`config.mk`:
```
export PLATFORM = sky130hd
export DESIGN_NAME = rf1_fifo_ctrl_flat
export DESIGN_NICKNAME = d
export VERILOG_FILES = /design/src/rtl/rf1_fifo_ctrl_if.sv /design/src/rtl/rf1_fifo_ctrl.sv /design/src/flat_wrapper.sv
export SDC_FILE = /design/constraint.sdc
export NUM_CORES = 1
export LEC_CHECK = 0
export CAP_MARGIN = 20
export CORE_MARGIN = 3
export CORE_UTILIZATION = 59
export DETAILED_ROUTE_END_ITERATION = 10
export DONT_BUFFER_PORTS = 1
export GPL_TIMING_DRIVEN = 0
export PLACE_DENSITY = 0.79
export SLEW_MARGIN = 15
export SYNTH_ARGS = -nofsm -noshare
export SYNTH_HDL_FRONTEND = slang
export SYNTH_SLANG_ARGS = --single-unit
```
`constraint.sdc`:
```
create_clock -name clk -period 3.05 [get_ports clk]
set_input_delay 0.7625 -clock clk [delete_from_list [all_inputs] [get_ports clk]]
set_output_delay 0.7625 -clock clk [all_outputs]
set_load 0.05 [all_outputs]
```
`src/rtl/rf1_fifo_ctrl_if.sv`:
```
// Push/pop stream and RAM-port bundle for rf1_fifo_ctrl.
// slave  : the FIFO controller side.
// master : the environment side (producer, consumer and the RAM itself).
interface rf1_fifo_ctrl_if #(
  parameter int N     = 8,
  parameter int WIDTH = 7
);
  // push stream
  logic             in_valid;
  logic             in_ready;
  logic [N-1:0]     in_data;
  // pop stream
  logic             out_valid;
  logic             out_ready;
  logic [N-1:0]     out_data;
  logic [WIDTH:0]   count;
  // single-port RAM
  logic             ram_en;
  logic             ram_wr;
  logic [WIDTH-1:0] ram_addr;
  logic [N-1:0]     ram_wdata;
  logic [N-1:0]     ram_rdata;

  modport slave (
    input  in_valid, in_data, out_ready, ram_rdata,
    output in_ready, out_valid, out_data, count,
           ram_en, ram_wr, ram_addr, ram_wdata
  );

  modport master (
    output in_valid, in_data, out_ready, ram_rdata,
    input  in_ready, out_valid, out_data, count,
           ram_en, ram_wr, ram_addr, ram_wdata
  );
endinterface

```
`src/rtl/rf1_fifo_ctrl.sv`:
```
// FIFO controller in front of a single-port register-file RAM with a
// 1-cycle registered read. Reads (prefetch into the output stage) have
// fixed priority over writes; the port carries at most one access per
// cycle. The output stage is either the live RAM read data (rd_pend) or
// a holding register captured when the consumer stalls.
module rf1_fifo_ctrl #(
  parameter int M     = 128,
  parameter int N     = 8,
  parameter int WIDTH = 7
) (
  input  logic             clk,
  input  logic             reset_n,
  rf1_fifo_ctrl_if.slave   bus
);

  localparam logic [WIDTH:0]   DEPTH = (WIDTH+1)'(M);
  localparam logic [WIDTH-1:0] LAST  = WIDTH'(M - 1);

  logic [WIDTH-1:0] wptr_q, wptr_d;
  logic [WIDTH-1:0] rptr_q, rptr_d;
  logic [WIDTH:0]   ram_cnt_q, ram_cnt_d;
  logic             rd_pend_q, rd_pend_d;
  logic             hold_valid_q, hold_valid_d;
  logic [N-1:0]     hold_data_q, hold_data_d;

  logic             out_valid;
  logic             rd_go;
  logic             wr_go;
  logic             in_ready;

  // Output stage view; the two sources are mutually exclusive.
  assign out_valid = rd_pend_q | hold_valid_q;

  // Port arbitration: a read is issued whenever data is buffered and the
  // output stage will have room next cycle. Writes take the leftover slots,
  // so in_ready depends on out_ready but never on in_valid.
  always_comb begin
    rd_go    = 1'b0;
    in_ready = 1'b0;
    wr_go    = 1'b0;
    if (reset_n) begin
      rd_go    = (ram_cnt_q != '0) && (!out_valid || bus.out_ready);
      in_ready = (ram_cnt_q < DEPTH) && !rd_go;
      wr_go    = bus.in_valid && in_ready;
    end
  end

  // RAM port drive; address/write strobe are only meaningful with ram_en.
  always_comb begin
    bus.ram_en    = rd_go | wr_go;
    bus.ram_wr    = wr_go;
    bus.ram_addr  = wr_go ? wptr_q : rptr_q;
    bus.ram_wdata = bus.in_data;
  end

  // Stream-side outputs.
  always_comb begin
    bus.in_ready  = in_ready;
    bus.out_valid = out_valid;
    bus.out_data  = rd_pend_q ? bus.ram_rdata : hold_data_q;
    bus.count     = ram_cnt_q + {{WIDTH{1'b0}}, out_valid};
  end

  // Next-state: pointers wrap at M-1 (M need not be a power of two),
  // occupancy moves by at most one, output stage captures stalled data.
  always_comb begin
    wptr_d       = wptr_q;
    rptr_d       = rptr_q;
    ram_cnt_d    = ram_cnt_q;
    rd_pend_d    = rd_go;
    hold_valid_d = hold_valid_q;
    hold_data_d  = hold_data_q;

    if (wr_go) begin
      wptr_d    = (wptr_q == LAST) ? '0 : wptr_q + 1'b1;
      ram_cnt_d = ram_cnt_q + 1'b1;
    end
    if (rd_go) begin
      rptr_d    = (rptr_q == LAST) ? '0 : rptr_q + 1'b1;
      ram_cnt_d = ram_cnt_q - 1'b1;
    end

    // Always capture the live read word so out_data keeps the last
    // presented value once out_valid drops; only a stall makes it valid.
    if (rd_pend_q) begin
      hold_data_d = bus.ram_rdata;
      if (!bus.out_ready) hold_valid_d = 1'b1;
    end
    if (hold_valid_q && bus.out_ready) hold_valid_d = 1'b0;
  end

  // State register; reset discards pending reads and held data.
  always_ff @(posedge clk or negedge reset_n) begin
    if (!reset_n) begin
      wptr_q       <= '0;
      rptr_q       <= '0;
      ram_cnt_q    <= '0;
      rd_pend_q    <= 1'b0;
      hold_valid_q <= 1'b0;
      hold_data_q  <= '0;
    end else begin
      wptr_q       <= wptr_d;
      rptr_q       <= rptr_d;
      ram_cnt_q    <= ram_cnt_d;
      rd_pend_q    <= rd_pend_d;
      hold_valid_q <= hold_valid_d;
      hold_data_q  <= hold_data_d;
    end
  end

endmodule

```
`src/flat_wrapper.sv`:
```
// flat-port wrapper written by rule: the top's interface ports become plain ports
module rf1_fifo_ctrl_flat 
#(
  parameter int M     = 128,
  parameter int N     = 8,
  parameter int WIDTH = 7
)
  (clk, reset_n, bus_in_valid, bus_in_data, bus_out_ready, bus_ram_rdata, bus_in_ready, bus_out_valid, bus_out_data, bus_count, bus_ram_en, bus_ram_wr, bus_ram_addr, bus_ram_wdata);
  rf1_fifo_ctrl_if #(.N(N), .WIDTH(WIDTH)) bus_i ();
  input  logic clk;
  input  logic reset_n;
  input wire logic [$bits(bus_i.in_valid)-1:0] bus_in_valid;
  input wire logic [$bits(bus_i.in_data)-1:0] bus_in_data;
  input wire logic [$bits(bus_i.out_ready)-1:0] bus_out_ready;
  input wire logic [$bits(bus_i.ram_rdata)-1:0] bus_ram_rdata;
  output wire logic [$bits(bus_i.in_ready)-1:0] bus_in_ready;
  output wire logic [$bits(bus_i.out_valid)-1:0] bus_out_valid;
  output wire logic [$bits(bus_i.out_data)-1:0] bus_out_data;
  output wire logic [$bits(bus_i.count)-1:0] bus_count;
  output wire logic [$bits(bus_i.ram_en)-1:0] bus_ram_en;
  output wire logic [$bits(bus_i.ram_wr)-1:0] bus_ram_wr;
  output wire logic [$bits(bus_i.ram_addr)-1:0] bus_ram_addr;
  output wire logic [$bits(bus_i.ram_wdata)-1:0] bus_ram_wdata;
  assign bus_i.in_valid = bus_in_valid;
  assign bus_i.in_data = bus_in_data;
  assign bus_i.out_ready = bus_out_ready;
  assign bus_i.ram_rdata = bus_ram_rdata;
  assign bus_in_ready = bus_i.in_ready;
  assign bus_out_valid = bus_i.out_valid;
  assign bus_out_data = bus_i.out_data;
  assign bus_count = bus_i.count;
  assign bus_ram_en = bus_i.ram_en;
  assign bus_ram_wr = bus_i.ram_wr;
  assign bus_ram_addr = bus_i.ram_addr;
  assign bus_ram_wdata = bus_i.ram_wdata;
  rf1_fifo_ctrl #(.M(M), .N(N), .WIDTH(WIDTH)) u_core (.clk(clk), .reset_n(reset_n), .bus(bus_i));
endmodule
```
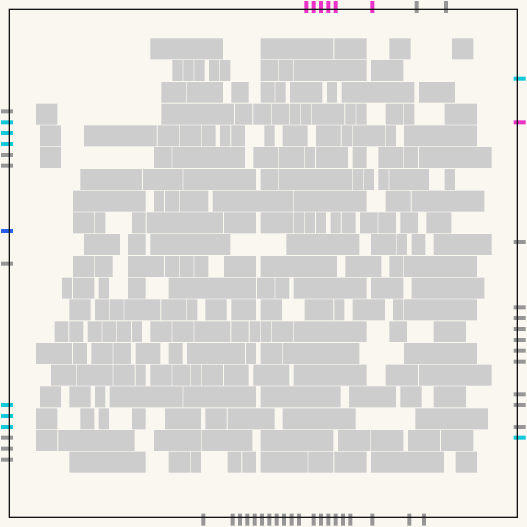
*Pin map*
Drawn at 8 px/um. Pins as bars across the die edge, other pins in gray.
color	port	pins	direction	edge
magenta	`bus_ram_addr`	7	output	6 top, 1 right
cyan	`bus_ram_wdata`	8	output	6 left, 2 right
blue	`bus_in_valid`	1	input	left
all pins by edge	20 bottom, 14 left, 13 right, 8 top

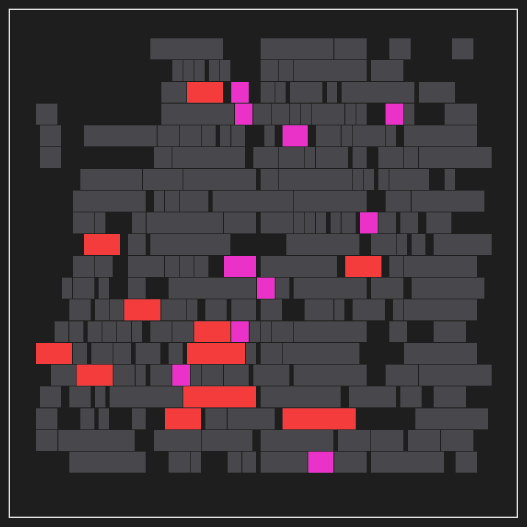
*Logic cells by family*
Drawn at 8 px/um.
color	family	cells
magenta	AND and OR gates	10
red	adder and majority cells	11

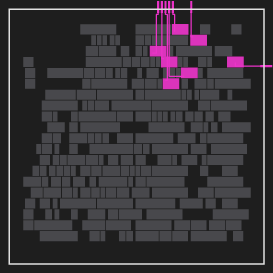
*Wires at chosen ports, followed through buffers*
Drawn at 4 px/um.
color	port	bits	direction	end cells	buffers	wire
magenta	`bus_ram_addr`	7	output	7	0	81.5 um

==> results.json <==
{
  "run_status": "complete, no violations",
  "logic_gates": 149,
  "clock_power_share_pct": 15.1,
  "cell_area_after_synthesis_um2": 1940,
  "max_clock_freq_mhz": 329,
  "tapcell.inserted": 44,
  "floorplan.nets": 231,
  "fin_setup_tns_ns": 0,
  "critical_path.startpoint_type": "register",
  "worst_ir_drop_vdd_mv": 0.698,
  "yosys-top-cells-area": "dfrtp_1 41%, nand2_1 8.1%, ha_1 6.5%",
  "number_of_global_route_vias_before_repair": 1509,
  "nFlopsAndLatches": 32,
  "non_clock_inverter_count": 6,
  "synth_flops": 32,
  "log.warning_count": 27,
  "initial_core_util_pct": 62.5,
  "layout.area.seq_um2": 807,
  "global_route.usage.met2_pct": 38.6,
  "grt_use_met1_pct": 24.9,
  "detailed_place.area_um2": 2010,
  "routed_wirelength_mm": 4.65,
  "dp.cells": 244,
  "finish.cell_count_without_fillers": 258,
  "iteration_0_drc_markers": 128,
  "post_route_hold_slack_ns": 0.0799,
  "endpoint_kind": "primary output",
  "pwr.group.combinational_mw": 1.37,
  "report.power.total_mw": 2.53,
  "leading_power_group": "combinational cells"
}
worst paths after layout:
| kind | startpoint | endpoint | slack [ns] | depth (start not counted) |
|---|---|---|---|---|
| setup reg to reg | u_core.ram_cnt_q[4] | u_core.ram_cnt_q[7] | 0.09 | 10 |
| max in group asynchronous | reset_n | u_core.ram_cnt_q[7] | 2.87 | 0 |
| min in group clk | u_core.wptr_q[4] | u_core.wptr_q[4] | 0.52 | 1 |
| setup / recovery | u_core.ram_cnt_q[4] | bus_ram_en | 0.01 | 5 |
| hold reg to reg | u_core.wptr_q[4] | u_core.wptr_q[4] | 0.52 | 1 |
| hold / removal | reset_n | u_core.ram_cnt_q[4] | 0.08 | 0 |
